==> images/registers.png <==
The bar under the picture is 20 um long. Other sequential cells in the stronger gray, the rest of the logic in the fainter gray.
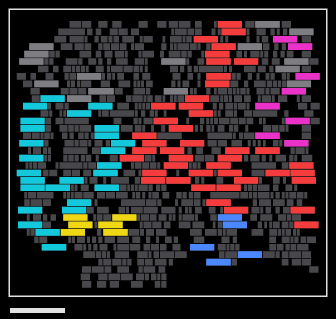
==> images/zoom.png <==
Window x 72 to 102, y 11 to 41 um. Cells in gray, sequential cells in the stronger gray; small squares are vias.
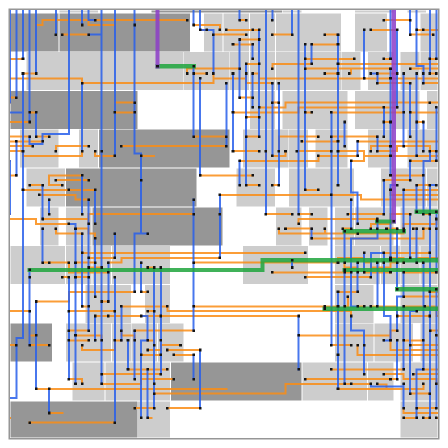
==> images/drive_strength.png <==
The bar under the picture is 20 um long.
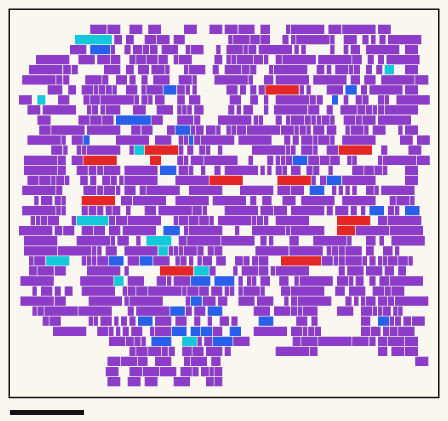
==> images/final_clocks.png <==
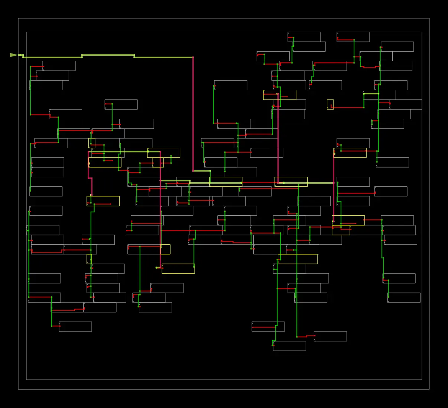
--- config.mk ---
export PLATFORM = sky130hd
export DESIGN_NAME = watch_display_master
export DESIGN_NICKNAME = d
export VERILOG_FILES = /design/src/rtl/watch_display_master.sv
export SDC_FILE = /design/constraint.sdc
export NUM_CORES = 1
export LEC_CHECK = 0
export CAP_MARGIN = 10
export CORE_ASPECT_RATIO = 0.9
export CORE_MARGIN = 2
export CORE_UTILIZATION = 60
export DETAILED_ROUTE_END_ITERATION = 10
export PLACE_DENSITY = 0.8
export SYNTH_ARGS = -nofsm -noshare
export SYNTH_HDL_FRONTEND = slang
export SYNTH_SLANG_ARGS = --single-unit
--- constraint.sdc ---
create_clock -name clk -period 10 [get_ports clk]
set_input_delay 2.5 -clock clk [delete_from_list [all_inputs] [get_ports clk]]
set_output_delay 2.5 -clock clk [all_outputs]
set_load 0.02 [all_outputs]
--- src/rtl/watch_display_master.sv ---
`timescale 1ns/1ps
`default_nettype none
// +---------------------------------------------------------------------------+
// | watch_display_master                                                      |
// | Keeps HH:MM:SS time and bursts it to a 9-register 7-segment display slave.|
// | Rev 1.0                                                                   |
// +---------------------------------------------------------------------------+
module watch_display_master #(
  parameter int TICKS_PER_SEC = 50000000,
  parameter int CNT_W         = 26
) (
  input  logic       clk,
  input  logic       reset,
  output logic [3:0] master_address,
  output logic       master_write,
  output logic [7:0] master_writedata,
  input  logic       master_waitrequest,
  input  logic       inc_hour,
  input  logic       inc_min,
  input  logic [1:0] edit_sel,
  output logic [4:0] hours,
  output logic [5:0] minutes,
  output logic [5:0] seconds,
  output logic       busy
);

  localparam logic [CNT_W-1:0] C_TICK_LAST = CNT_W'(TICKS_PER_SEC - 1);
  localparam logic [7:0]       C_DASH      = 8'hBF;
  localparam logic [3:0]       C_LAST_REG  = 4'd8;

  typedef enum logic [0:0] {
    S_IDLE = 1'b0,
    S_WR   = 1'b1
  } state_t;

  state_t           r_state;
  logic [CNT_W-1:0] r_presc;
  logic             r_pending;
  logic [1:0]       r_edit_q;
  logic [7:0]       r_frame [0:8];

  logic             w_tick;
  logic             w_sec_wrap;
  logic             w_min_step;
  logic             w_min_wrap;
  logic             w_hour_step;
  logic             w_event;
  logic             w_start;
  logic [7:0]       w_h_bcd;
  logic [7:0]       w_m_bcd;
  logic [7:0]       w_s_bcd;
  logic [7:0]       w_frame [0:8];

  function automatic logic [7:0] seg7(input logic [3:0] d);
    logic [7:0] s;
    case (d)
      4'd0:    s = 8'hC0;
      4'd1:    s = 8'hF9;
      4'd2:    s = 8'hA4;
      4'd3:    s = 8'hB0;
      4'd4:    s = 8'h99;
      4'd5:    s = 8'h92;
      4'd6:    s = 8'h82;
      4'd7:    s = 8'hF8;
      4'd8:    s = 8'h80;
      4'd9:    s = 8'h90;
      default: s = 8'hFF;
    endcase
    return s;
  endfunction

  // Tens/ones split by a compare ladder; values never exceed 59.
  function automatic logic [7:0] bcd_split(input logic [5:0] v);
    logic [3:0] t;
    logic [5:0] r;
    if (v >= 6'd50) begin
      t = 4'd5; r = v - 6'd50;
    end else if (v >= 6'd40) begin
      t = 4'd4; r = v - 6'd40;
    end else if (v >= 6'd30) begin
      t = 4'd3; r = v - 6'd30;
    end else if (v >= 6'd20) begin
      t = 4'd2; r = v - 6'd20;
    end else if (v >= 6'd10) begin
      t = 4'd1; r = v - 6'd10;
    end else begin
      t = 4'd0; r = v;
    end
    return {t, 4'(r)};
  endfunction

  assign w_tick      = (r_presc == C_TICK_LAST);
  assign w_sec_wrap  = w_tick && (seconds == 6'd59);
  // A button press and a carry landing in the same cycle count as one step.
  assign w_min_step  = inc_min || w_sec_wrap;
  assign w_min_wrap  = w_sec_wrap && (minutes == 6'd59);
  assign w_hour_step = inc_hour || w_min_wrap;
  assign w_event     = w_tick || inc_hour || inc_min || (edit_sel != r_edit_q);
  assign w_start     = (r_state == S_IDLE) && r_pending;

  always_comb begin
    w_h_bcd    = bcd_split({1'b0, hours});
    w_m_bcd    = bcd_split(minutes);
    w_s_bcd    = bcd_split(seconds);
    w_frame[0] = seg7(w_h_bcd[7:4]);
    w_frame[1] = seg7(w_h_bcd[3:0]);
    w_frame[2] = C_DASH;
    w_frame[3] = seg7(w_m_bcd[7:4]);
    w_frame[4] = seg7(w_m_bcd[3:0]);
    w_frame[5] = C_DASH;
    w_frame[6] = seg7(w_s_bcd[7:4]);
    w_frame[7] = seg7(w_s_bcd[3:0]);
    case (edit_sel)
      2'b01:   w_frame[8] = 8'h03;
      2'b10:   w_frame[8] = 8'h18;
      default: w_frame[8] = 8'h00;
    endcase
  end

  always_ff @(posedge clk or posedge reset) begin
    if (reset) begin
      r_presc <= '0;
      seconds <= '0;
      minutes <= '0;
      hours   <= '0;
    end else begin
      r_presc <= w_tick ? '0 : r_presc + CNT_W'(1);
      if (w_tick) begin
        seconds <= (seconds == 6'd59) ? 6'd0 : seconds + 6'd1;
      end
      if (w_min_step) begin
        minutes <= (minutes == 6'd59) ? 6'd0 : minutes + 6'd1;
      end
      if (w_hour_step) begin
        hours <= (hours == 5'd23) ? 5'd0 : hours + 5'd1;
      end
    end
  end

  // The frame is captured once per burst so one burst never mixes two times.
  always_ff @(posedge clk or posedge reset) begin
    if (reset) begin
      r_state          <= S_IDLE;
      r_pending        <= 1'b1;
      r_edit_q         <= 2'b00;
      master_write     <= 1'b0;
      master_address   <= 4'd0;
      master_writedata <= 8'h00;
      busy             <= 1'b0;
      for (int i = 0; i < 9; i++) r_frame[i] <= 8'h00;
    end else begin
      r_edit_q  <= edit_sel;
      r_pending <= w_event || (r_pending && !w_start);
      case (r_state)
        S_IDLE: begin
          if (r_pending) begin
            for (int i = 0; i < 9; i++) r_frame[i] <= w_frame[i];
            r_state          <= S_WR;
            master_write     <= 1'b1;
            master_address   <= 4'd0;
            master_writedata <= w_frame[0];
            busy             <= 1'b1;
          end
        end
        S_WR: begin
          if (!master_waitrequest) begin
            if (master_address == C_LAST_REG) begin
              r_state      <= S_IDLE;
              master_write <= 1'b0;
              busy         <= 1'b0;
            end else begin
              master_address   <= master_address + 4'd1;
              master_writedata <= r_frame[master_address + 4'd1];
            end
          end
        end
        default: r_state <= S_IDLE;
      endcase
    end
  end

endmodule
`default_nettype wire

==> reports/qor.csv <==
metric,value,unit
fp_nets,782,
design_power_total,2060,uW
area_delta_synth_final,9.99,%
final_layout_top_logic_cell,dfrtp_1,
chip_area,12100,sq um
dp_hpwl,10600,um
critPathSlowestCell,dfrtp_1,
postSynthSeqShare,0.383,
crit_arrival,2.04,ns
layoutNonFillerInstCount,897,
avgViaCountPerCell,6.11,
grt_pass1_wl,24600,um
drive_above_1_share,0.0725,
dieHeight,105,um
irDropWorstVdd,0.156,mV
wl_per_cell,16.5,um
run_status,completed,
dp_cells,881,
rsz0062_at_grt,no,
synth.avg_cell_area,9.30,sq um
ff_type,dfrtp_1,
antenna_left,0,
drc,0,
path_class,reg -> out,
cts_root_buf,clkbuf_16,
post_cts.repair.setup_buffers,0,
ys.flops,103,
worst_pin_slew,1.02,ns
overflow,0,
cts_buffer_depth,2,
drt_wl_total,14800,um
cts_hold_buf,0,
cts_tree,yes,
endpoint_kind,output port,
grt_max_degree,76,
gp_congestion,0.901,
rows,36,
synthArstFlopShare,1.00,
synthesis.area,6740,sq um
grt_antenna_before_repair,0,
cp_max_fo,22,
drv_cap,0,
ys_types,82,
place_ws,5.72,ns
drv_slew,0,
final_cell_mix,"dfrtp_1 (102), nand2_1 (82), nor2_1 (70), ha_1 (50), clkdlybuf4s50_1 (37)",
ys_cells,725,
edf_count,0,
layout_min_cycle_time,4.54,ns
critPathRequiredTime,7.50,ns
htreeDepth,3,
core,10900,sq um
leakage,0.00329,uW
die_x,116,um
max_slew_margin,0.321,
clock_sinks,103,
timing.critical_path.buf_inv,1,
hold_viol_final,0,
hold_path_class,reg -> reg,
grt_usage,0.250,
tool_warnings,61,
cts_resized,0,
crit_family,flip-flops,
cp_slowest_stage_delay,0.94,ns
p_per_area,277,nW/um^2
finalSetupTns,0,ns
fin_ws,5.46,ns
fin_nets,797,
first_iter_violations,676,
critPathLaunchType,flip-flop,
grt_pass1_vias,5153,
clk_latency,0.34,ns
fp_util,0.618,
fin_crit_sh,0.454,
timing.fmax,220,MHz
diodes,0,
About registers.png:
`r_presc`: drawn in cyan, placed flops 26. `master_writedata`: drawn in magenta, placed flops 8. `seconds`: drawn in yellow, placed flops 6, where south-west. `hours`: drawn in blue, placed flops 5. `r_frame`: drawn in red, placed flops 43.
Another 15 sequential cells are not colored.

About zoom.png:
met1: drawn in orange. met3: drawn in green. met2: drawn in blue. met4: drawn in purple.
69 logic cells have their middle in the window. Netlist names of flops here include `hours` (4), `r_frame` (3). Most frequent: ha_1 (9), nand2_1 (7), dfrtp_1 (7). Sequential cells in the window: 7.

About drive_strength.png:
drive 1 or less: drawn in purple, cells 691, share 93%, most used dfrtp_1. drive 6 and up: drawn in red, cells 12, share 1.6%, most used clkbuf_16. drive 3 to 4: drawn in cyan, cells 11, share 1.5%, most used buf_4. drive 2: drawn in blue, cells 31, share 4.2%, most used mux2_2.

About final_clocks.png:
Clock buffer cells: 11
skew final: 0.00735 ns
Num CTS Buffers: 9

==> synth_stat cells, types with 15 or more instances <==
cell	count	area (sq um)
nand2_1	82	308
a21oi_1	35	175
nand3_1	26	130
ha_1	50	626
o21ai_0	29	145
xnor2_1	19	166
nor2_1	70	263
mux2i_1	16	160
o31ai_1	22	165
inv_1	28	105
dfrtp_1	102	2550
clkbuf_1	20	75.1
xor2_1	15	131
==> worst paths after layout <==
path	endpoint	startpoint	slack, ns	cells after the start
max	master_address[0]	master_address[0]	5.46	1
min	r_presc[4]	r_presc[4]	0.48	1
max reg2reg	r_frame[12]	seconds[2]	6.28	9
min reg2reg	r_presc[4]	r_presc[4]	0.48	1
max in group asynchronous	r_frame[1]	reset	6.30	3
min in group asynchronous	minutes[2]	reset	2.48	2
==> sequential cells by signal, indices dropped and copies added, names as in the netlist, 2 cells and up <==
signal	flops
master_writedata	8
r_presc	26
seconds	6
r_frame	43
master_address	4
minutes	6
r_edit_q	2
hours	5
==> power breakdown <==
group | total (uW) | leakage, uW | switching [uW] | internal, uW
clock network | 350 | 0.000146 | 149 | 201
logic | 1030 | 0.00181 | 604 | 429
registers | 673 | 0.00133 | 152 | 520
total | 2060 | 0.00329 | 905 | 1150
==> through the flow <==
stage          area, sq um   util  hold WS, ns
6_report              7410  0.680        0.482
3_3_place_gp          7110  0.653        0.456
2_1_floorplan         6740      -        0.438
3_5_place_dp          7110  0.653        0.468
5_1_grt               7410  0.680        0.500
4_1_cts               7410  0.680        0.484
==> cell families (layout without fill, tap and decap cells) <==
| logic type | count (synthesis) | count (layout) | share of synthesized area |
|---|---|---|---|
| buffers and inverters | 65 | 85 | 0.0479 |
| muxes | 28 | 28 | 0.0438 |
| adders and majority gates | 50 | 50 | 0.0928 |
| and+or+nand+nor | 263 | 263 | 0.194 |
| xor gates and xnor gates | 34 | 34 | 0.0442 |
| AOI/OAI and AO/OA | 182 | 182 | 0.194 |
| DFF | 103 | 103 | 0.383 |
==> layer usage <==
layer / track usage / part of all wire / vias to the layer above
met5: 0 / 0 / -
li1: - / - / 2631
met4: 0.0842 / 0.022 / 0
met3: 0.0360 / 0.047 / 35
met1: 0.339 / 0.44 / 2640
met2: 0.411 / 0.49 / 172
==> area by class of cell <==
type	instances	area, sq um	area share
Clock buffer	11	243	0.0327
Tap cell	152	190	0.0257
Clock inverter	5	56.3	0.00759
Multi-Input combinational cell	557	3840	0.518
Sequential cell	103	2580	0.348
Timing Repair Buffer	40	393	0.0530
Inverter	29	111	0.0150
Power is estimated from default activity; no workload was simulated.
